### src/rtl/branch_predictor.sv
// Branch target buffer with a 2-bit saturating direction counter per entry.
// Optional macro BRANCH_PREDICTOR_STATS_EN adds resolved/mispredicted branch counters.
module branch_predictor #(
    parameter int ENTRIES = 16
) (
    input  logic        CLK,
    input  logic        nRST,
    input  logic [31:0] fetch_pc,
    output logic        predict_taken,
    output logic [31:0] predict_target,
    input  logic        update_en,
    input  logic [31:0] update_pc,
    input  logic        update_taken,
    input  logic [31:0] update_target,
    input  logic        update_predicted,
    input  logic [31:0] update_pred_target,
    output logic        mispredict,
    output logic [31:0] restore_pc
`ifdef BRANCH_PREDICTOR_STATS_EN
    ,
    output logic [31:0] branch_cnt,
    output logic [31:0] mispredict_cnt
`endif
);
    localparam int IDXW = $clog2(ENTRIES);
    localparam int TAGW = 30 - IDXW;

    logic [ENTRIES-1:0] valid;
    logic [TAGW-1:0]    tag    [ENTRIES];
    logic [31:0]        target [ENTRIES];
    logic [1:0]         ctr    [ENTRIES];

    logic [IDXW-1:0] f_idx, u_idx;
    logic [TAGW-1:0] f_tag, u_tag;
    logic            f_hit, u_hit;

    assign f_idx = fetch_pc[IDXW+1:2];
    assign f_tag = fetch_pc[31:IDXW+2];
    assign u_idx = update_pc[IDXW+1:2];
    assign u_tag = update_pc[31:IDXW+2];
    assign f_hit = valid[f_idx] && (tag[f_idx] == f_tag);
    assign u_hit = valid[u_idx] && (tag[u_idx] == u_tag);

    // Lookup reads the pre-update table; a same-cycle update is not bypassed.
    always_comb begin
        predict_taken  = f_hit && ctr[f_idx][1];
        predict_target = f_hit ? target[f_idx] : fetch_pc + 32'd4;
    end

    always_comb begin
        mispredict = 1'b0;
        restore_pc = '0;
        if (update_en) begin
            mispredict = (update_predicted != update_taken) ||
                         (update_taken && update_predicted &&
                          (update_pred_target != update_target));
            restore_pc = update_taken ? update_target : update_pc + 32'd4;
        end
    end

    always_ff @(posedge CLK or negedge nRST) begin
        if (!nRST) begin
            valid <= '0;
            for (int i = 0; i < ENTRIES; i++) begin
                tag[i]    <= '0;
                target[i] <= '0;
                ctr[i]    <= 2'b01;
            end
        end else if (update_en) begin
            if (u_hit) begin
                if (update_taken) begin
                    if (ctr[u_idx] != 2'b11)
                        ctr[u_idx] <= ctr[u_idx] + 2'd1;
                    target[u_idx] <= update_target;
                end else if (ctr[u_idx] != 2'b00) begin
                    ctr[u_idx] <= ctr[u_idx] - 2'd1;
                end
            end else if (update_taken) begin
                // Allocation evicts whatever aliased into this index.
                valid[u_idx]  <= 1'b1;
                tag[u_idx]    <= u_tag;
                target[u_idx] <= update_target;
                ctr[u_idx]    <= 2'b10;
            end
        end
    end

`ifdef BRANCH_PREDICTOR_STATS_EN
    always_ff @(posedge CLK or negedge nRST) begin
        if (!nRST) begin
            branch_cnt     <= '0;
            mispredict_cnt <= '0;
        end else if (update_en) begin
            branch_cnt <= branch_cnt + 32'd1;
            if (mispredict)
                mispredict_cnt <= mispredict_cnt + 32'd1;
        end
    end
`endif

endmodule

### config.mk
export PLATFORM = sky130hd
export DESIGN_NAME = branch_predictor
export DESIGN_NICKNAME = d
export VERILOG_FILES = /design/src/rtl/branch_predictor.sv
export SDC_FILE = /design/constraint.sdc
export NUM_CORES = 2
export LEC_CHECK = 0
export CORE_MARGIN = 2
export CORE_UTILIZATION = 55
export DETAILED_ROUTE_END_ITERATION = 7
export GPL_TIMING_DRIVEN = 0
export PLACE_DENSITY = 0.73
export RECOVER_POWER = 100
export SETUP_SLACK_MARGIN = 0.05
export SLEW_MARGIN = 15
export SYNTH_ARGS = -nofsm -noshare
export SYNTH_HDL_FRONTEND = slang
export SYNTH_SLANG_ARGS = --single-unit
export TNS_END_PERCENT = 20
### constraint.sdc
create_clock -name CLK -period 9.1 [get_ports CLK]
set_input_delay 0.91 -clock CLK [delete_from_list [all_inputs] [get_ports CLK]]
set_output_delay 0.91 -clock CLK [all_outputs]
set_load 0.1 [all_outputs]
Figure 1. Cell placement.
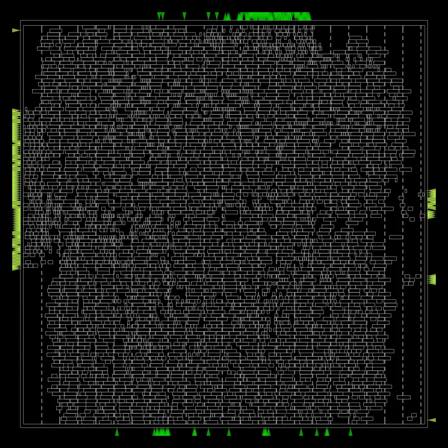
Flops: 976
Fillers: 7258
cell row count: 112
non-filler cells, final: 5305

Figure 2. Metal layers overlaid.
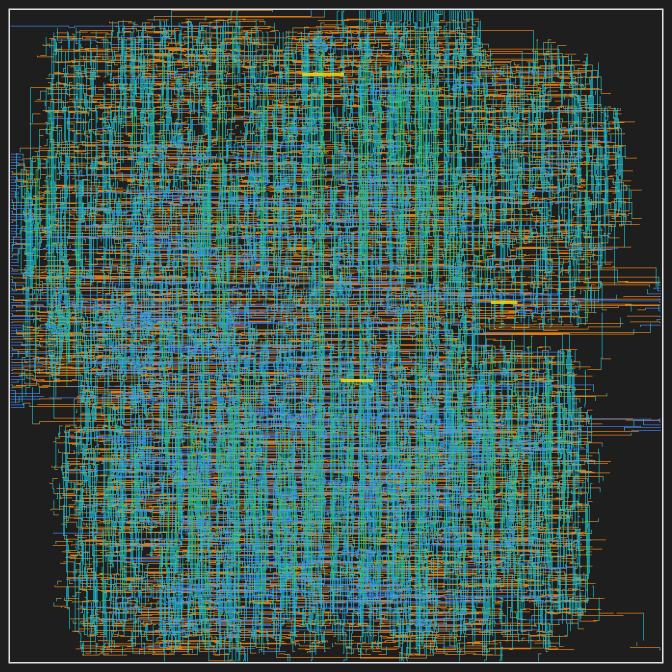
| colour | layer | wire length |
|---|---|---|
| orange | M1 | 70.0 mm |
| yellow | M5 | 43.2 um |
| cyan | M2 | 75.9 mm |
| green | M4 | 10900 um |
| blue | M3 | 23.0 mm |

==> run_results.csv <==
group,metric,value,unit
synth,flop_cell,"dfrtp_1",
critical_path,critPathKind,"in2reg",
synth,mux_area_frac,0.383,
floorplan,initCoreUtil,0.556,
timing,fmax,108,MHz
route,wl_met2,75900,um
cts,postCtsSetupBuffers,0,
finish,drive_gt1_frac,0.342,
power_and_ir_drop,netSwitchingPower,0.00371,W
synth,synth_cell_type_count,74,
hold_path,hold_path_class,"reg2reg",
route,drcViolationCount,0,
run_status,status,"finished with violations",
power_and_ir_drop,irDropWorstVdd,169,uV
timing,finalClockPeriodUsage,1.02,
placed_design,place_congestion,0.988,
cts,clkSinkCount,976,
floorplan,chipWidth,311,um
finish,area_delta_synth_final,11.3,%
synth,top_area_cell,"dfrtp_1",
power_and_ir_drop,pg_seq,0.00572,W
cts,clk_root_buffer_cell,"clkbuf_16",
job,drv_cap,11,
cts,post_cts_resized,4,
power_and_ir_drop,p_total,0.0128,W
global_route,antenna_found_initial,8,
synth,postSynthSeqShare,0.471,
cts,cts-hold-fix-buffers,0,
critical_path,crit_top_cell,"clkbuf_1",
synth,synthArstFlopShare,1.00,
global_route,met1_usage,0.514,
floorplan,die_area,96900,um2
synth,area_leaders,"dfrtp_1 (46%), mux4_2 (17%), mux2_2 (15%)",
route,viasPerCell,6.81,
route,met3_length,23000,um
critical_path,start_kind,"input port",
finish,post-route-util,0.618,
finish,layout.nets,4108,
global_route,top_usage_layer,"met2",
global_route,use_met2,0.525,
timing,hold_violations,0,
floorplan,fp.dieH,311,um
synth,top_logic_kind,"multiplexers",
timing,finalSetupViolCount,163,
run_status,failed_checks,"max-capacitance violations, max-slew violations, negative setup slack",
cts,clkTransAtPathRegs,0.06,ns
cts,cts_buffers,102,
synth,adder_share,0.00193,
timing,finalMaxSlewViolations,344,
route,maxUsedRoutingLayer,"met5",
power_and_ir_drop,pg_clk,0.00430,W
synth,ys_cells,3699,
timing,fin_setup_tns,-12.67,ns
power_and_ir_drop,power_frac_comb,0.216,
route,wl,180000,um
global_route,grt_max_degree,158,
synth,top_area_frac,0.463,
route,routedLengthMet1,70000,um
critical_path,cp_data_arrival_time,9.83,ns
finish,layout_top_cell,"dfrtp_1",
synth,most_common_cell,"dfrtp_1",
timing,setup_slack,-0.169,ns
timing,fin_worst_skew,0.0358,ns
placed_design,dp_slack,-0.112,ns
Figure 3. Placed cells, one colour a class.
Fill, decap, tap and diode cells in grey.
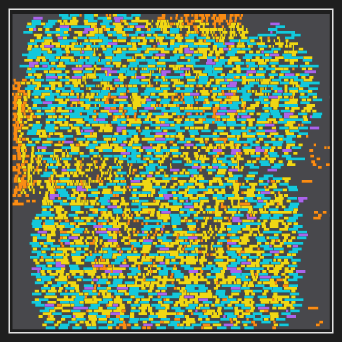
| colour | class | cells | share of their area |
|---|---|---|---|
| yellow | remaining logic cells | 2368 | 45% |
| cyan | registers | 976 | 43% |
| purple | clock drivers and dummy loads | 181 | 6.1% |
| orange | remaining buffers and delay cells | 519 | 5.6% |
final design instance area without fill: 57800 um2
Seq/total area: 0.423

Figure 4. Wires at chosen ports, followed through buffers.
Scale bar: 100 um.
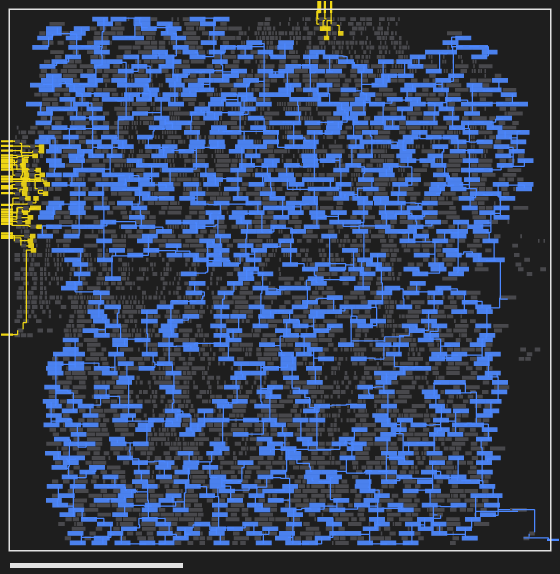
| colour | port | bits | direction | end cells | buffers | wire |
|---|---|---|---|---|---|---|
| blue | nRST | 1 | input | 976 | 8 | 6800 um |
| yellow | update_pred_target | 32 | input | 32 | 32 | 469 um |
number of I/O port buffers: 157
# IOs: 199

==> worst paths after layout <==
kind                       slack [ns]                    start  cells past startpoint                       to
min                              0.47  target[394]$_DFFE_PN0P_                      2  target[394]$_DFFE_PN0P_
min in group asynchronous        3.31                     nRST                      2      tag[97]$_DFFE_PN0P_
max reg2reg                      2.95     tag[145]$_DFFE_PN0P_                     11     tag[303]$_DFFE_PN0P_
min reg2reg                      0.47  target[394]$_DFFE_PN0P_                      2  target[394]$_DFFE_PN0P_
max                             -0.17             update_pc[5]                     15     tag[373]$_DFFE_PN0P_
max in group asynchronous        1.49                     nRST                      4  target[321]$_DFFE_PN0P_
==> worst reg2reg max path: stages, from the launching register on <==
cell	delay, ns
dfrtp_1	0.40
mux4_2	0.47
mux2i_1	0.63
a21oi_1	0.16
o211a_1	0.19
a31oi_1	0.44
or4_4	0.29
nor4b_1	0.07
clkbuf_1	0.25
nor3_1	1.81
clkbuf_1	0.88
mux2_2	0.44
==> sequential cells by signal, indices dropped and copies added (netlist names) <==
name    cells
ctr        32
target    512
tag       416
valid      16
==> stage by stage <==
| stage | area [um2] | hold WS, ns |
|---|---|---|
| 6_report | 57800 | 0.475 |
| 5_1_grt | 57800 | 0.480 |
| 3_5_place_dp | 55300 | 0.459 |
| 4_1_cts | 58800 | 0.338 |
| 3_3_place_gp | 55100 | 0.453 |
| 2_1_floorplan | 51900 | 0.441 |
==> area by class of cell <==
type	count	area (um2)
Timing Repair Buffer	165	1600
Clock inverter	24	339
Sequential cell	976	24400
Antenna cell	7	17.5
Buffer	354	1530
Multi-Input combinational cell	2340	25100
Clock buffer	157	3090
Inverter	28	105
Tap cell	1254	1570
Fill cell	7258	35700
